## src/rtl/ram_word_packer_if.sv

```systemverilog
`default_nettype none
// +--------------------------------------------------------------------------+
// | ram_word_packer_if : host-side bus of the narrow-to-wide RAM pack engine  |
// | Revision 1.0                                                              |
// +--------------------------------------------------------------------------+
interface ram_word_packer_if #(
  parameter int IN_WIDTH = 8,
  parameter int RATIO    = 2,
  parameter int IN_DEPTH = 32
);
  localparam int OUT_DEPTH = IN_DEPTH / RATIO;
  localparam int IN_AW     = $clog2(IN_DEPTH);
  localparam int OUT_AW    = $clog2(OUT_DEPTH);

  logic                      in_we;
  logic [IN_AW-1:0]          in_addr_wr;
  logic [IN_WIDTH-1:0]       in_data_wr;
  logic [OUT_AW-1:0]         out_addr_rd;
  logic [IN_WIDTH*RATIO-1:0] out_data_rd;
  logic                      start;
  logic                      abort;
  logic                      msb_first;
  logic [OUT_AW-1:0]         len_in;
  logic                      busy;
  logic                      done;
  logic [OUT_AW:0]           words_done;

  modport slave (
    input  in_we, in_addr_wr, in_data_wr, out_addr_rd, start, abort, msb_first, len_in,
    output out_data_rd, busy, done, words_done
  );

  modport master (
    output in_we, in_addr_wr, in_data_wr, out_addr_rd, start, abort, msb_first, len_in,
    input  out_data_rd, busy, done, words_done
  );
endinterface
`default_nettype wire

```

## src/rtl/ram_word_packer.sv

```systemverilog
`default_nettype none
// +--------------------------------------------------------------------------+
// | ram_word_packer : packs RATIO narrow input-RAM words into one output word |
// | Revision 1.0                                                              |
// +--------------------------------------------------------------------------+
module ram_word_packer #(
  parameter int IN_WIDTH = 8,
  parameter int RATIO    = 2,
  parameter int IN_DEPTH = 32
) (
  input  wire logic        clk,
  input  wire logic        reset,
  ram_word_packer_if.slave bus
);
  localparam int OUT_DEPTH = IN_DEPTH / RATIO;
  localparam int IN_AW     = $clog2(IN_DEPTH);
  localparam int OUT_AW    = $clog2(OUT_DEPTH);
  localparam int OUT_WIDTH = IN_WIDTH * RATIO;
  localparam int LANE_W    = $clog2(RATIO);

  localparam logic [LANE_W-1:0] c_LANE_LAST = LANE_W'(RATIO - 1);
  localparam logic [LANE_W-1:0] c_LANE_ONE  = LANE_W'(1);
  localparam logic [IN_AW-1:0]  c_IN_ONE    = IN_AW'(1);
  localparam logic [OUT_AW-1:0] c_OUT_ONE   = OUT_AW'(1);
  localparam logic [OUT_AW:0]   c_WD_ONE    = (OUT_AW + 1)'(1);
  localparam logic [OUT_AW:0]   c_OUT_DEPTH = (OUT_AW + 1)'(OUT_DEPTH);

  typedef enum logic [1:0] {
    S_IDLE  = 2'd0,
    S_READ  = 2'd1,
    S_WRITE = 2'd2
  } state_t;

  state_t                r_state;
  state_t                w_next;
  logic [IN_WIDTH-1:0]   r_in_ram  [IN_DEPTH];
  logic [OUT_WIDTH-1:0]  r_out_ram [OUT_DEPTH];
  logic [OUT_WIDTH-1:0]  r_pack;
  logic [IN_AW-1:0]      r_rd_ptr;
  logic [OUT_AW-1:0]     r_wr_ptr;
  logic [LANE_W-1:0]     r_lane;
  logic                  r_msb;
  logic [OUT_AW:0]       r_len;
  logic [OUT_AW:0]       r_words_done;
  logic                  r_done;

  logic                  w_out_we;
  logic                  w_last_word;
  logic [IN_WIDTH-1:0]   w_rd_data;
  logic [LANE_W-1:0]     w_lane_idx;

  assign w_rd_data   = r_in_ram[r_rd_ptr];
  assign w_lane_idx  = r_msb ? (c_LANE_LAST - r_lane) : r_lane;
  assign w_last_word = ((r_words_done + c_WD_ONE) == r_len);

  assign bus.out_data_rd = r_out_ram[bus.out_addr_rd];
  assign bus.busy        = (r_state != S_IDLE);
  assign bus.done        = r_done;
  assign bus.words_done  = r_words_done;

  always_ff @(posedge clk) begin
    if (bus.in_we) begin
      r_in_ram[bus.in_addr_wr] <= bus.in_data_wr;
    end
  end

  always_ff @(posedge clk) begin
    if (w_out_we) begin
      r_out_ram[r_wr_ptr] <= r_pack;
    end
  end

  always_ff @(posedge clk) begin
    if (reset) begin
      r_state <= S_IDLE;
    end else begin
      r_state <= w_next;
    end
  end

  // Abort (and reset) suppress the output write so words_done always matches the RAM.
  always_comb begin
    w_next   = r_state;
    w_out_we = 1'b0;
    if (bus.abort) begin
      w_next = S_IDLE;
    end else begin
      case (r_state)
        S_IDLE:  if (bus.start) w_next = S_READ;
        S_READ:  if (r_lane == c_LANE_LAST) w_next = S_WRITE;
        S_WRITE: begin
          w_out_we = !reset;
          w_next   = w_last_word ? S_IDLE : S_READ;
        end
        default: w_next = S_IDLE;
      endcase
    end
  end

  always_ff @(posedge clk) begin
    if (reset) begin
      r_pack       <= '0;
      r_rd_ptr     <= '0;
      r_wr_ptr     <= '0;
      r_lane       <= '0;
      r_msb        <= 1'b0;
      r_len        <= '0;
      r_words_done <= '0;
      r_done       <= 1'b0;
    end else if (bus.abort) begin
      r_done <= 1'b0;
    end else begin
      case (r_state)
        S_IDLE: begin
          if (bus.start) begin
            r_msb        <= bus.msb_first;
            r_len        <= (bus.len_in == '0) ? c_OUT_DEPTH : {1'b0, bus.len_in};
            r_rd_ptr     <= '0;
            r_wr_ptr     <= '0;
            r_lane       <= '0;
            r_words_done <= '0;
            r_done       <= 1'b0;
          end
        end
        S_READ: begin
          r_pack[int'(w_lane_idx) * IN_WIDTH +: IN_WIDTH] <= w_rd_data;
          r_rd_ptr <= r_rd_ptr + c_IN_ONE;
          r_lane   <= r_lane + c_LANE_ONE;
        end
        S_WRITE: begin
          r_wr_ptr     <= r_wr_ptr + c_OUT_ONE;
          r_words_done <= r_words_done + c_WD_ONE;
          r_lane       <= '0;
          if (w_last_word) begin
            r_done <= 1'b1;
          end
        end
        default: ;
      endcase
    end
  end
endmodule
`default_nettype wire

```

## src/flat_wrapper.sv

```systemverilog
// flat-port wrapper written by rule: the top's interface ports become plain ports
module ram_word_packer_flat 
#(
  parameter int IN_WIDTH = 8,
  parameter int RATIO    = 2,
  parameter int IN_DEPTH = 32
)
  (clk, reset, bus_in_we, bus_in_addr_wr, bus_in_data_wr, bus_out_addr_rd, bus_start, bus_abort, bus_msb_first, bus_len_in, bus_out_data_rd, bus_busy, bus_done, bus_words_done);
  ram_word_packer_if #(.IN_WIDTH(IN_WIDTH), .RATIO(RATIO), .IN_DEPTH(IN_DEPTH)) bus_i ();
  input  wire logic clk;
  input  wire logic reset;
  input wire logic [$bits(bus_i.in_we)-1:0] bus_in_we;
  input wire logic [$bits(bus_i.in_addr_wr)-1:0] bus_in_addr_wr;
  input wire logic [$bits(bus_i.in_data_wr)-1:0] bus_in_data_wr;
  input wire logic [$bits(bus_i.out_addr_rd)-1:0] bus_out_addr_rd;
  input wire logic [$bits(bus_i.start)-1:0] bus_start;
  input wire logic [$bits(bus_i.abort)-1:0] bus_abort;
  input wire logic [$bits(bus_i.msb_first)-1:0] bus_msb_first;
  input wire logic [$bits(bus_i.len_in)-1:0] bus_len_in;
  output wire logic [$bits(bus_i.out_data_rd)-1:0] bus_out_data_rd;
  output wire logic [$bits(bus_i.busy)-1:0] bus_busy;
  output wire logic [$bits(bus_i.done)-1:0] bus_done;
  output wire logic [$bits(bus_i.words_done)-1:0] bus_words_done;
  assign bus_i.in_we = bus_in_we;
  assign bus_i.in_addr_wr = bus_in_addr_wr;
  assign bus_i.in_data_wr = bus_in_data_wr;
  assign bus_i.out_addr_rd = bus_out_addr_rd;
  assign bus_i.start = bus_start;
  assign bus_i.abort = bus_abort;
  assign bus_i.msb_first = bus_msb_first;
  assign bus_i.len_in = bus_len_in;
  assign bus_out_data_rd = bus_i.out_data_rd;
  assign bus_busy = bus_i.busy;
  assign bus_done = bus_i.done;
  assign bus_words_done = bus_i.words_done;
  ram_word_packer #(.IN_WIDTH(IN_WIDTH), .RATIO(RATIO), .IN_DEPTH(IN_DEPTH)) u_core (.clk(clk), .reset(reset), .bus(bus_i));
endmodule
```

## config.mk

```make
export PLATFORM = sky130hd
export DESIGN_NAME = ram_word_packer_flat
export DESIGN_NICKNAME = d
export VERILOG_FILES = /design/src/rtl/ram_word_packer_if.sv /design/src/rtl/ram_word_packer.sv /design/src/flat_wrapper.sv
export SDC_FILE = /design/constraint.sdc
export NUM_CORES = 1
export LEC_CHECK = 0
export ABC_AREA = 1
export CAP_MARGIN = 25
export CORE_MARGIN = 2
export CORE_UTILIZATION = 45
export CTS_BUF_LIST = sky130_fd_sc_hd__clkbuf_8
export DETAILED_ROUTE_END_ITERATION = 10
export PLACE_DENSITY_LB_ADDON = 0.3
export SYNTH_ARGS = -nofsm -noshare
export SYNTH_HDL_FRONTEND = slang
export SYNTH_SLANG_ARGS = --single-unit
export TNS_END_PERCENT = 10
```

## constraint.sdc

```tcl
create_clock -name clk -period 1.9 [get_ports clk]
set_input_delay 0.19 -clock clk [delete_from_list [all_inputs] [get_ports clk]]
set_output_delay 0.19 -clock clk [all_outputs]
set_load 0.1 [all_outputs]
```

Fig. 1: routed clock nets over the placement
Bar = 50 um.
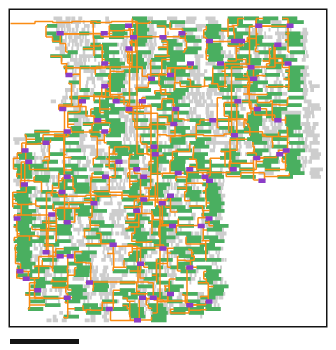
- flip-flops: green (count 557)
- cells driving clock nets: purple (count 89)
- clock wires: orange (length 6590 um)
- routed clock nets: 90

Fig. 2: clock wiring as the flow saved it
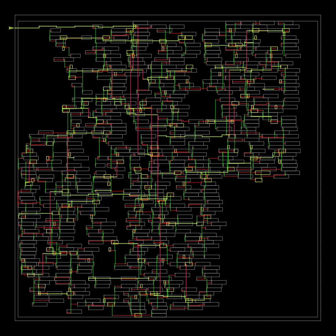
setup skew after layout: 46.75 ps
clock latency on the worst-skew pair: 680 ps
power consumed by the clock network: 9380 uW

==> impl_metrics.xml <==
<?xml version="1.0" encoding="UTF-8"?>
<metrics>
  <group name="status">
    <metric name="outcome" unit="">finished, violations left</metric>
    <metric name="failed_checks" unit="">setup timing</metric>
  </group>
  <group name="logic_synthesis">
    <metric name="numSynthFlops" unit="">557</metric>
    <metric name="topCellsByArea" unit="">edfxtp_1 68%, nand2_1 6.3%, nand3_1 5.6%</metric>
    <metric name="synth_async_sr_flop_share" unit="%">0</metric>
    <metric name="synth.top_cells.by_count" unit="">512 x edfxtp_1, 379 x nand2_1, 250 x nand3_1, 102 x o21ai_0, 97 x inv_1</metric>
    <metric name="synth_top_cell_by_area" unit="">edfxtp_1</metric>
    <metric name="edf_count" unit="">512</metric>
    <metric name="post_synth_inst_count" unit="">1803</metric>
    <metric name="ys_seq_share" unit="%">72.32</metric>
    <metric name="yosys.cell_count.top_type" unit="">edfxtp_1</metric>
    <metric name="synthesis.area_per_instance" unit="um^2">12.48</metric>
    <metric name="synthesis.yosys.warnings" unit="">0</metric>
    <metric name="synth.cell_area" unit="um^2">22510</metric>
    <metric name="synth_cell_type_count" unit="">31</metric>
    <metric name="synth.yosys.chip_area" unit="um^2">22510</metric>
    <metric name="ys_cells" unit="">1803</metric>
    <metric name="yosys.area.top_type_share" unit="%">68.32</metric>
    <metric name="post_synthesis_net_count" unit="">1836</metric>
    <metric name="synthFlopType" unit="">edfxtp_1</metric>
  </group>
  <group name="power_and_ir_drop">
    <metric name="share_comb_of_total_power" unit="%">7.0</metric>
    <metric name="p_per_area" unit="nW/um^2">917.9</metric>
    <metric name="max-vdd-ir-drop" unit="uV">654.3</metric>
    <metric name="power.net_switching" unit="uW">5771</metric>
    <metric name="power_frac_seq" unit="%">54.8</metric>
    <metric name="p_int" unit="uW">18760</metric>
    <metric name="p_leak" unit="uW">0.009937</metric>
    <metric name="clkPwrFrac" unit="%">38.2</metric>
    <metric name="power.total" unit="uW">24540</metric>
    <metric name="power_switching_share" unit="%">23.52</metric>
  </group>
  <group name="global_routing">
    <metric name="grt_start_max_net_pins" unit="">51</metric>
    <metric name="globalRouteTotalUtil" unit="%">21.47</metric>
    <metric name="gr-total-overflow" unit="">0</metric>
    <metric name="grt_pass1_wl" unit="um">82700</metric>
    <metric name="grt_antenna_before_repair" unit="">0</metric>
    <metric name="first_global_vias" unit="">14279</metric>
  </group>
  <group name="die">
    <metric name="boundaryPins" unit="">50</metric>
    <metric name="die_area" unit="um^2">51820</metric>
    <metric name="core_util_floorplan" unit="%">45.79</metric>
    <metric name="die_height" unit="um">227.6</metric>
    <metric name="floorplan_row_count" unit="">81</metric>
    <metric name="core" unit="um^2">49150</metric>
    <metric name="floorplan.die.width" unit="um">227.6</metric>
  </group>
  <group name="critical_path">
    <metric name="worst-path-max-fanout" unit="">1</metric>
    <metric name="cp.required" unit="ps">1710</metric>
    <metric name="worst_path_arrival_time" unit="ps">2010</metric>
    <metric name="worstSetupEndpointType" unit="">output pin</metric>
    <metric name="reg2regPathDepth" unit="">10</metric>
    <metric name="criticalPathCategory" unit="">reg -&gt; out</metric>
    <metric name="timing.critical_path.from_type" unit="">flop</metric>
    <metric name="setup.reg_to_reg.worst_slack" unit="ps">130</metric>
    <metric name="worstReg2RegEnd" unit="">u_core.r_pack[7]</metric>
  </group>
  <group name="clocking">
    <metric name="clkSinkCount" unit="">557</metric>
    <metric name="htree_num_levels" unit="">3</metric>
    <metric name="cts_tree" unit="">yes</metric>
    <metric name="clock_tree.root_cell" unit="">clkbuf_8</metric>
    <metric name="cts_max_path_buffers" unit="">3</metric>
    <metric name="hold_buffers" unit="">0</metric>
    <metric name="cts-buffers-inserted" unit="">89</metric>
    <metric name="cts_setup_buffers" unit="">0</metric>
    <metric name="clkTransAtPathRegs" unit="ps">60</metric>
  </group>
  <group name="placed_design">
    <metric name="place_congestion" unit="">0.8378</metric>
    <metric name="io_buffers" unit="">49</metric>
    <metric name="hpwlAfterDp" unit="um">34580</metric>
    <metric name="post_dp_cell_area" unit="um^2">24980</metric>
  </group>
  <group name="sta">
    <metric name="pin_slew_with_the_least_headroom_to_its_limit" unit="ps">445.8</metric>
    <metric name="slew_headroom" unit="%">70.25</metric>
    <metric name="fmax" unit="MHz">455.5</metric>
    <metric name="finish_stage_setup_viols" unit="">16</metric>
    <metric name="grt_setup_unrepaired" unit="">yes</metric>
    <metric name="finalWorstPathRequiredPeriod" unit="ps">2195</metric>
    <metric name="setup_ws" unit="ps">-295.4</metric>
    <metric name="timing_hold_violations_final" unit="">0</metric>
    <metric name="layout_worst_path_cycle_share" unit="%">115.5</metric>
    <metric name="maxSlewViolCount" unit="">0</metric>
  </group>
  <group name="worst_hold_path">
    <metric name="hold_path_end" unit="">u_core.r_len[3]</metric>
    <metric name="min_delay_worst_type" unit="">in -&gt; reg</metric>
    <metric name="hold_depth" unit="">3</metric>
    <metric name="min_from" unit="">bus_len_in[3]</metric>
  </group>
  <group name="route">
    <metric name="vias" unit="">14634</metric>
    <metric name="wl_met3" unit="um">3614</metric>
    <metric name="detail_route.wirelength" unit="um">53990</metric>
    <metric name="first_pass_iters" unit="">5</metric>
    <metric name="detailedRoute.firstIterationViolations" unit="">1384</metric>
    <metric name="dr.max_layer_used" unit="">met4</metric>
    <metric name="antenna_violating_nets_post_route" unit="">0</metric>
    <metric name="wl_met2" unit="um">26060</metric>
    <metric name="routed_via_density" unit="">5.337</metric>
    <metric name="residual_drc_count" unit="">0</metric>
    <metric name="routedLengthMet1" unit="um">23130</metric>
    <metric name="drt-wirelength-per-cell" unit="um">19.69</metric>
  </group>
  <group name="run">
    <metric name="max-cap-violations" unit="">0</metric>
    <metric name="stage_log_warnings" unit="">32</metric>
  </group>
  <group name="layout">
    <metric name="antenna_cells" unit="">0</metric>
    <metric name="final_net_count" unit="">2039</metric>
    <metric name="area.growth.synth_to_final" unit="%">18.77</metric>
    <metric name="biggestRegsByFlops" unit="">u_core.r_in_ram: 256 flops, u_core.r_out_ram: 256 flops, u_core.r_pack: 16 flops</metric>
    <metric name="design_area" unit="um^2">26730</metric>
    <metric name="post_route_cells_drive_above_1_share" unit="%">17.18</metric>
  </group>
</metrics>
[critical path, cell delays in order, from the launching register on]
cell,delay (ps)
edfxtp_1,350
inv_1,60
a21oi_1,50
o21ai_1,90
o21ai_1,120
o211ai_1,240
buf_4,180
nand2_2,70
buf_12,170
[metrics by stage]
| step | TNS, ps | setup slack (ps) | hold WS (ps) | std cells | util (%) |
|---|---|---|---|---|---|
| final | -3711 | -295.4 | 98.68 | 2742 | 54.38 |
| after global routing | -5568 | -391.8 | 84.24 | 2742 | 54.38 |
| after CTS | -4766 | -377.8 | 53.48 | 2742 | 54.26 |
| after floorplan | -7629 | -29.80 | 288.9 | 1803 | - |
| after global placement | -13600 | -107.9 | 456.6 | 2579 | 50.83 |
| after detailed placement | -11380 | -135.7 | 470.2 | 2579 | 50.83 |
[worst max path at each step]
stage | from | to | depth (start not counted)
finish | u_core.r_out_ram[1][10] | bus_out_data_rd[10] | 8
global route | u_core.r_out_ram[1][9] | bus_out_data_rd[9] | 7
CTS | u_core.r_out_ram[2][9] | bus_out_data_rd[9] | 5
detailed placement | bus_abort | u_core.r_out_ram[7][0] | 7
global placement | bus_abort | u_core.r_out_ram[7][1] | 7
floorplan | u_core.r_state[1] | u_core.r_out_ram[0][0] | 6
[layer usage]
| metal | track usage, % | vias to the layer above |
|---|---|---|
| met4 | 7.232 | 0 |
| met5 | 0 | - |
| li1 | - | 6890 |
| met3 | 3.754 | 86 |
| met1 | 29.55 | 7145 |
| met2 | 34.76 | 513 |
[area by class of cell]
cell class / instances / area [um^2]
multi-input combinational: 1044 / 5393
inverter: 101 / 381.6
clock buffer: 95 / 1308
tap: 664 / 830.8
sequential: 557 / 16280
timing repair buffer: 213 / 2207
clock inverter: 68 / 326.6
fill: 4012 / 22420
[cells in the final DEF (no fill, tap or decap), types with 40 or more instances in the layout]
| master | instances |
|---|---|
| a21oi_1 | 94 |
| mux2i_1 | 62 |
| o211ai_1 | 64 |
| inv_1 | 124 |
| nand2_1 | 365 |
| buf_4 | 143 |
| nand3_1 | 249 |
| dfxtp_1 | 41 |
| clkbuf_8 | 95 |
| o21ai_0 | 82 |
| edfxtp_1 | 512 |
| buf_12 | 40 |
| nor2_1 | 43 |
[power by group through the flow]
stage | clock network (uW) | logic (uW) | registers (uW)
floorplan | 0 | 899 | 13700
global route | 10100 | 1820 | 13400
CTS | 9610 | 1690 | 13400
global placement | 0 | 1650 | 13700
detailed placement | 0 | 1670 | 13700
finish | 9380 | 1710 | 13400
[cell families (layout without fill, tap and decap cells)]
logic type               count (synthesis)  count (layout)  synth area share [%]
flip-flops                             557             557                 72.32
adder cells (fa/ha/maj)                  6               6                0.3336
XOR/XNOR                                 7               7                0.2724
buffers and inverters                  202             477                 4.275
AND/OR/NAND/NOR                        702             702                 13.30
multiplexers                            64              64                 2.846
AND-OR/OR-AND                          265             265                 6.649
[timing repair]
action	in CTS	in global routing
setup endpoints to repair	16	32
gates cloned	0	0
gates resized	29	23
pin swaps	8	12
No activity file was given, so power comes from the tool's default toggle rates.
